==> src/rtl/bcd_bin_seq_if.sv <==
`default_nettype none
// ============================================================================
//  Module   : bcd_bin_seq_if
//  Purpose  : Handshake and data bundle for the sequential BCD-to-binary
//             converter.
//  Signals  : start   - request a conversion of bcd_in (master -> slave)
//             bcd_in  - packed BCD word, digit 0 in bits [3:0]
//             busy    - conversion in progress (slave -> master)
//             done    - one-cycle pulse when bin_out/err are updated
//             bin_out - converted unsigned binary value
//             err     - input held a digit greater than 9
//  Revision : 1.0 - initial release
// ============================================================================
interface bcd_bin_seq_if #(
    parameter int DIGITS = 2,
    parameter int BIN_W  = 7
);
    logic                  start;
    logic [4*DIGITS-1:0]   bcd_in;
    logic                  busy;
    logic                  done;
    logic [BIN_W-1:0]      bin_out;
    logic                  err;

    modport master (
        output start,
        output bcd_in,
        input  busy,
        input  done,
        input  bin_out,
        input  err
    );

    modport slave (
        input  start,
        input  bcd_in,
        output busy,
        output done,
        output bin_out,
        output err
    );
endinterface
`default_nettype wire

==> src/rtl/bcd_bin_seq.sv <==
`default_nettype none
// ============================================================================
//  Module   : bcd_bin_seq
//  Purpose  : Sequential BCD-to-binary converter using reverse double-dabble.
//             Each SHIFT cycle shifts {R,Q} right by one bit and then takes 3
//             off every BCD nibble of R that reads 8 or more. After BIN_W
//             shifts Q holds the binary value and R is empty.
//  Ports    : clk   - system clock, rising edge
//             rst_n - asynchronous active-low reset
//             bus   - bcd_bin_seq_if slave modport (start/bcd_in in,
//                     busy/done/bin_out/err out)
//  Revision : 1.0 - initial release
// ============================================================================
module bcd_bin_seq #(
    parameter int DIGITS = 2,
    parameter int BIN_W  = 7
) (
    input  wire logic       clk,
    input  wire logic       rst_n,
    bcd_bin_seq_if.slave    bus
);

    localparam int c_BCD_W = 4 * DIGITS;
    localparam int c_CAT_W = c_BCD_W + BIN_W;
    localparam int c_CNT_W = (BIN_W > 1) ? $clog2(BIN_W) : 1;
    localparam logic [c_CNT_W-1:0] c_LAST = c_CNT_W'(BIN_W - 1);

    localparam logic [1:0] c_IDLE  = 2'd0;
    localparam logic [1:0] c_SHIFT = 2'd1;
    localparam logic [1:0] c_FIN   = 2'd2;

    logic [1:0]          r_state;
    logic [c_BCD_W-1:0]  r_bcd;
    logic [BIN_W-1:0]    r_bin;
    logic [c_CNT_W-1:0]  r_cnt;
    logic                r_err_pend;
    logic                r_busy;
    logic                r_done;
    logic [BIN_W-1:0]    r_bin_out;
    logic                r_err;

    logic [DIGITS-1:0]   w_bad;
    logic                w_invalid;
    logic [c_CAT_W-1:0]  w_cat;
    logic [c_BCD_W-1:0]  w_bcd_sh;
    logic [c_BCD_W-1:0]  w_bcd_fix;
    logic [BIN_W-1:0]    w_bin_sh;

    // The LSB of R falls into the MSB of Q on every shift.
    assign w_cat    = {r_bcd, r_bin} >> 1;
    assign w_bcd_sh = w_cat[c_CAT_W-1:BIN_W];
    assign w_bin_sh = w_cat[BIN_W-1:0];

    for (genvar i = 0; i < DIGITS; i++) begin : g_nib
        assign w_bad[i] = (bus.bcd_in[4*i +: 4] > 4'd9);
        // A nibble that reads 8+ after the shift received a '10' from the
        // digit above; weight 10 halved is 5, but it landed as 8, so take 3.
        assign w_bcd_fix[4*i +: 4] = (w_bcd_sh[4*i +: 4] >= 4'd8)
                                   ? (w_bcd_sh[4*i +: 4] - 4'd3)
                                   : w_bcd_sh[4*i +: 4];
    end

    assign w_invalid = |w_bad;

    always_ff @(posedge clk or negedge rst_n) begin
        if (!rst_n) begin
            r_state    <= c_IDLE;
            r_bcd      <= '0;
            r_bin      <= '0;
            r_cnt      <= '0;
            r_err_pend <= 1'b0;
            r_busy     <= 1'b0;
            r_done     <= 1'b0;
            r_bin_out  <= '0;
            r_err      <= 1'b0;
        end else begin
            case (r_state)
                c_IDLE: begin
                    r_done <= 1'b0;
                    if (bus.start) begin
                        r_bcd <= bus.bcd_in;
                        r_bin <= '0;
                        r_cnt <= '0;
                        if (w_invalid) begin
                            // Skip the shift phase; FIN raises done next edge.
                            r_err_pend <= 1'b1;
                            r_state    <= c_FIN;
                        end else begin
                            r_err_pend <= 1'b0;
                            r_busy     <= 1'b1;
                            r_state    <= c_SHIFT;
                        end
                    end
                end
                c_SHIFT: begin
                    r_bcd <= w_bcd_fix;
                    r_bin <= w_bin_sh;
                    r_cnt <= r_cnt + c_CNT_W'(1);
                    if (r_cnt == c_LAST) begin
                        // Last shift: publish the result on this same edge so
                        // the FIN cycle is the done cycle.
                        r_state   <= c_FIN;
                        r_busy    <= 1'b0;
                        r_done    <= 1'b1;
                        r_bin_out <= w_bin_sh;
                        r_err     <= 1'b0;
                    end
                end
                c_FIN: begin
                    if (r_err_pend) begin
                        // Invalid input spends one extra cycle here so done
                        // is still a registered, single-cycle pulse.
                        r_err_pend <= 1'b0;
                        r_done     <= 1'b1;
                        r_bin_out  <= '0;
                        r_err      <= 1'b1;
                    end else begin
                        r_done  <= 1'b0;
                        r_state <= c_IDLE;
                    end
                end
                default: begin
                    r_state <= c_IDLE;
                    r_busy  <= 1'b0;
                    r_done  <= 1'b0;
                end
            endcase
        end
    end

    assign bus.busy    = r_busy;
    assign bus.done    = r_done;
    assign bus.bin_out = r_bin_out;
    assign bus.err     = r_err;

endmodule
`default_nettype wire

==> src/flat_wrapper.sv <==
// flat-port wrapper written by rule: the top's interface ports become plain ports
module bcd_bin_seq_flat 
#(
    parameter int DIGITS = 2,
    parameter int BIN_W  = 7
)
  (clk, rst_n, bus_start, bus_bcd_in, bus_busy, bus_done, bus_bin_out, bus_err);
  bcd_bin_seq_if #(.DIGITS(DIGITS), .BIN_W(BIN_W)) bus_i ();
  input  wire logic clk;
  input  wire logic rst_n;
  input wire logic [$bits(bus_i.start)-1:0] bus_start;
  input wire logic [$bits(bus_i.bcd_in)-1:0] bus_bcd_in;
  output wire logic [$bits(bus_i.busy)-1:0] bus_busy;
  output wire logic [$bits(bus_i.done)-1:0] bus_done;
  output wire logic [$bits(bus_i.bin_out)-1:0] bus_bin_out;
  output wire logic [$bits(bus_i.err)-1:0] bus_err;
  assign bus_i.start = bus_start;
  assign bus_i.bcd_in = bus_bcd_in;
  assign bus_busy = bus_i.busy;
  assign bus_done = bus_i.done;
  assign bus_bin_out = bus_i.bin_out;
  assign bus_err = bus_i.err;
  bcd_bin_seq #(.DIGITS(DIGITS), .BIN_W(BIN_W)) u_core (.clk(clk), .rst_n(rst_n), .bus(bus_i));
endmodule
==> config.mk <==
export PLATFORM = sky130hd
export DESIGN_NAME = bcd_bin_seq_flat
export DESIGN_NICKNAME = d
export VERILOG_FILES = /design/src/rtl/bcd_bin_seq_if.sv /design/src/rtl/bcd_bin_seq.sv /design/src/flat_wrapper.sv
export SDC_FILE = /design/constraint.sdc
export NUM_CORES = 1
export LEC_CHECK = 0
export CAP_MARGIN = 20
export CORE_MARGIN = 1.5
export CORE_UTILIZATION = 25
export CTS_CLUSTER_SIZE = 20
export DETAILED_ROUTE_END_ITERATION = 10
export PLACE_DENSITY = 0.44
export SETUP_SLACK_MARGIN = 0.2
export SYNTH_ARGS = -nofsm -noshare
export SYNTH_HDL_FRONTEND = slang
export SYNTH_SLANG_ARGS = --single-unit
==> constraint.sdc <==
create_clock -name clk -period 2.2 [get_ports clk]
set_input_delay 0.33 -clock clk [delete_from_list [all_inputs] [get_ports clk]]
set_output_delay 0.33 -clock clk [all_outputs]
set_load 0.1 [all_outputs]
run_1/clock_wires.png
(6 px per µm)
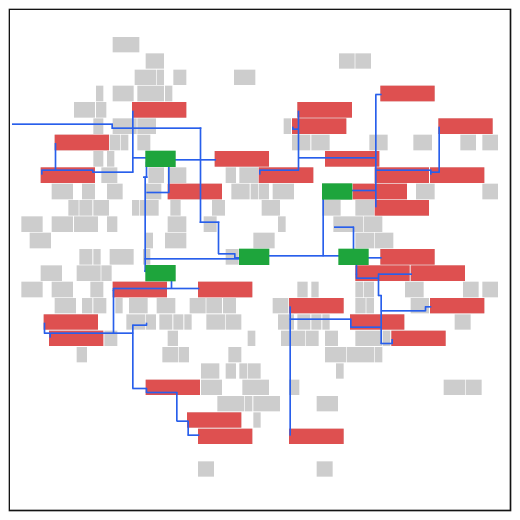
legend:
  red:
    item: flip-flops
    count: 30
  blue:
    item: clock wires
    length: 411 µm
  green:
    item: clock-net drivers
    count: 5
routed clock nets: 6

run_1/floorplan.png
(6 px per µm) Pins as bars on the die edge.
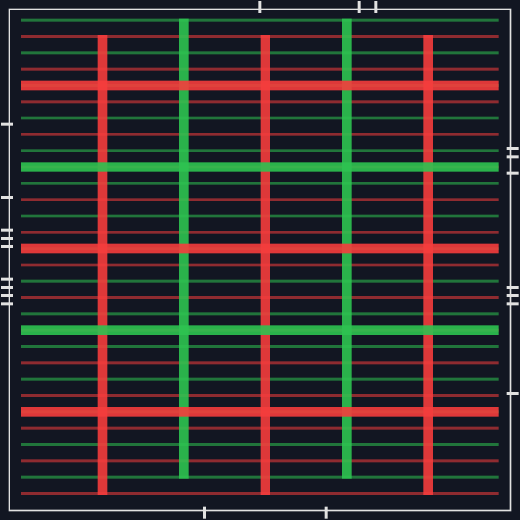
legend:
  green:
    net: VDD
  red:
    net: VSS
signal pins: 21
met4 straps: 5
met5 straps: 5

run_1/congestion_map.png
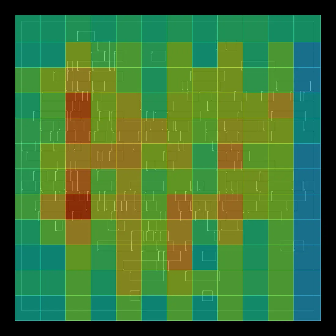
peak-usage layer in the global routing report: met2
routed wirelength normalized by instance count: 14.3 µm

run_1/layers.png
(6 px per µm) Two of the layers only.
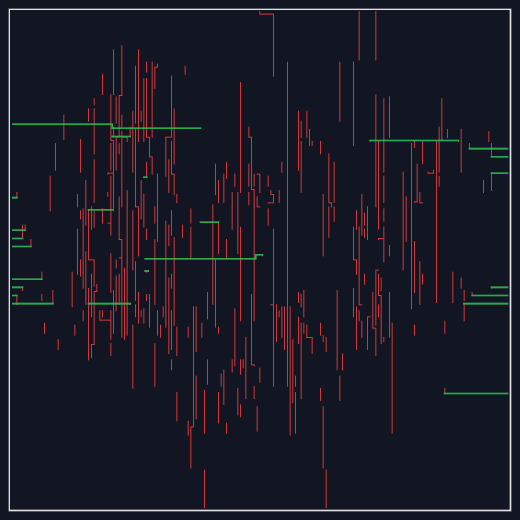
legend:
  red:
    layer: M2
    wire_length: 1680 µm
  green:
    layer: M3
    wire_length: 143 µm
total vias in the final route: 1271
total wire length after detailed routing: 3.67 mm
overall track demand over capacity in global routing: 11.3%

==> flow.log, run 1 <==
[report] extracting results
INFO  metric outcome = completed
INFO  metric seq_power_share = a little under a third
INFO  metric post_synth_instance_area = 0.00161 mm²
INFO  metric nMultiInputCombCells = about 110
INFO  metric grt_overflow = 0
INFO  metric met3_wirelength = 142 µm
INFO  metric layout.area.top_class = logic gates
INFO  metric hp-class = input port to async pin
INFO  metric setup-tns-final = 0 ps
INFO  metric holdWs = 438 ps
INFO  metric design.core.area = around 0.0063 mm²
INFO  metric antenna_found_initial = 0
INFO  metric p_comb_share = 52.7%
INFO  metric crit_path_cell_trace = inv_1, ha_1, buf_4, inv_2, a221oi_1, o221a_2
INFO  metric number_of_global_route_vias_before_repair = around 1300
INFO  metric critPathKind = flip-flop to flip-flop
INFO  metric final_count_of_pins_violating_max_slew = 0
INFO  metric finalCoreUtilization = a little under a third
INFO  metric die_height = roughly 83 µm
INFO  metric buffers_non_clock = 25
INFO  metric use_met3 = 3.18%
INFO  metric clock_tree_from_tritoncts = yes
INFO  metric stdcell_count = between 200 and 300
INFO  metric floorplan.io_pins = 21
INFO  metric detail_route.vias_per_cell = about 5
INFO  metric pwr.group.clock = 464 µW
INFO  metric highest_layer = met4
INFO  metric fin_total_pwr = between 2 and 3 mW
INFO  metric floorplan.initialDensity = 25.7%
INFO  metric yosys-dominant-comb-family = AND-OR/OR-AND gates
INFO  metric power_per_cell_area = 1480 mW/mm²
INFO  metric n_fill_cell = 657
INFO  metric antenna_cells = 0
INFO  metric chipArea = 0.00694 mm²
INFO  metric number_of_design_rule_violations_left_after_detail_routing = 0
INFO  metric nWellTaps = 77
INFO  metric met2RoutedLength = 1.68 mm
INFO  metric startpoint = u_core.r_state[1]$_DFFE_PN0P_
INFO  metric crit_arrival = 1920 ps
INFO  metric dp.final_hpwl = 2.68 mm
INFO  metric critical-path-max-stage-delay = 400 ps
INFO  metric final_net_count = around 200
INFO  metric final-seq-area = approximately 750 µm²
INFO  metric power_switching = roughly 1.3 mW
==> run 2: changes to the inputs <==
==> constraint.sdc (replaced) <==
create_clock -name clk -period 1.7 [get_ports clk]
set_input_delay 0.255 -clock clk [delete_from_list [all_inputs] [get_ports clk]]
set_output_delay 0.255 -clock clk [all_outputs]
set_load 0.1 [all_outputs]
run_2/layers.png
(6 px per µm) Two of the layers only.
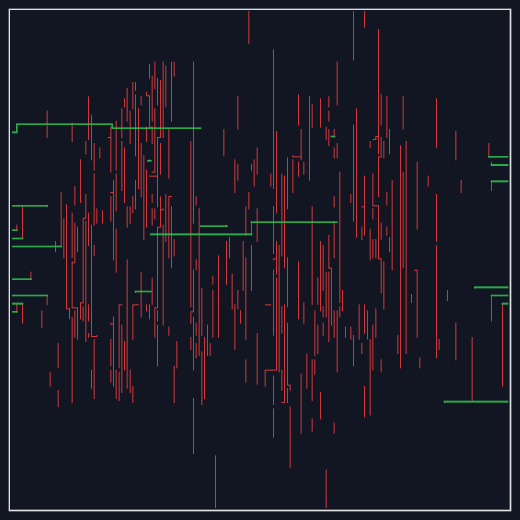
legend:
  red:
    layer: M2
    wire_length: 1940 µm
  green:
    layer: M3
    wire_length: 126 µm

run_2/util_map.png
(3 px per µm) The die is cut into 8 by 8 equal tiles; white is low, dark blue is high, 0 to 100% covered.
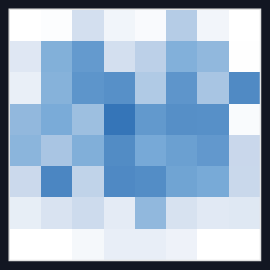
fullest tile: 72%
densest ninth of the die: centre
nearly empty tiles: 13%
mean over tiles: 31%

==> run 2 against run 1 <==
Against the previous run: sequential share of layout area down 5.0 points; final cell count up 3.5%; cell area up 15%; hold slack worse by 79 ps; global-route usage up 0.96 points; utilization up 4.8 points; clock skew up 1.6 ps; largest cell class unchanged; highest routed layer unchanged.
==> flow.log, run 2 <==
[report] extracting results
INFO  metric die_height = 83.3 µm (unchanged)
INFO  metric post_synth_instance_area = 0.00161 mm² (unchanged)
INFO  metric finalCoreUtilization = 36.1% (+4.8 points)
INFO  metric number_of_global_route_vias_before_repair = 1400 (+7.0%)
INFO  metric hp-class = input port to async pin
INFO  metric use_met3 = 2.88% (-0.30 points)
INFO  metric antenna_cells = 0 (unchanged)
INFO  metric n_fill_cell = 642 (-2.3%)
INFO  metric floorplan.io_pins = 21 (unchanged)
INFO  metric buffers_non_clock = 34 (+36%)
INFO  metric compound_share_synth = 24.9%
INFO  metric grt_overflow = 0 (unchanged)
INFO  metric synth.yosys.warnings = 0
INFO  metric post_synth_num_cell_types = 43
INFO  metric final-seq-area = 752 µm² (+0.17%)
INFO  metric chipArea = 0.00694 mm² (unchanged)
INFO  metric floorplan.initialDensity = 25.7% (unchanged)
INFO  metric pwr.group.clock = 619 µW (+33%)
INFO  metric pg_seq = 1.21 mW
INFO  metric yosys.cell_count.top_type = dfrtp_1
INFO  metric power_switching = 1.90 mW (+41%)
INFO  metric detail_route.vias_per_cell = 5.01 (+0.86%)
INFO  metric crit_path_cell_trace = inv_2, ha_4, a21bo_4, and3_4, a22o_1
INFO  metric critPathKind = flip-flop to flip-flop
INFO  metric holdWs = 359 ps (-78.6 ps)
INFO  metric design.core.area = 0.00628 mm² (unchanged)
INFO  metric route.final.wire_length = 4.00 mm (+9.0%)
INFO  metric fin_total_pwr = 4.35 mW (+50%)
INFO  metric nMultiInputCombCells = 107 (unchanged)
INFO  metric antenna_found_initial = 0 (unchanged)
INFO  metric startpoint = u_core.r_state[1]$_DFFE_PN0P_
INFO  metric p_comb_share = 57.9% (+5.2 points)
INFO  metric number_of_design_rule_violations_left_after_detail_routing = 0 (unchanged)
INFO  metric met3_wirelength = 125 µm (-12%)
INFO  metric wl_per_cell = 15.1 µm (+5.3%)
INFO  metric power_per_cell_area = 1920 mW/mm² (+30%)
INFO  metric crit_arrival = 1640 ps (-280 ps)
INFO  metric highest_layer = met4
INFO  metric seq_power_share = 27.9% (-3.4 points)
INFO  metric nWellTaps = 77 (unchanged)
INFO  metric outcome = completed
INFO  metric setup-tns-final = 0 ps (unchanged)
INFO  metric final_net_count = 205 (+4.6%)
INFO  metric num_vias = 1327 (+4.4%)
INFO  metric grt-busiest-layer = met2
No activity file was given, so power comes from the tool's default toggle rates.
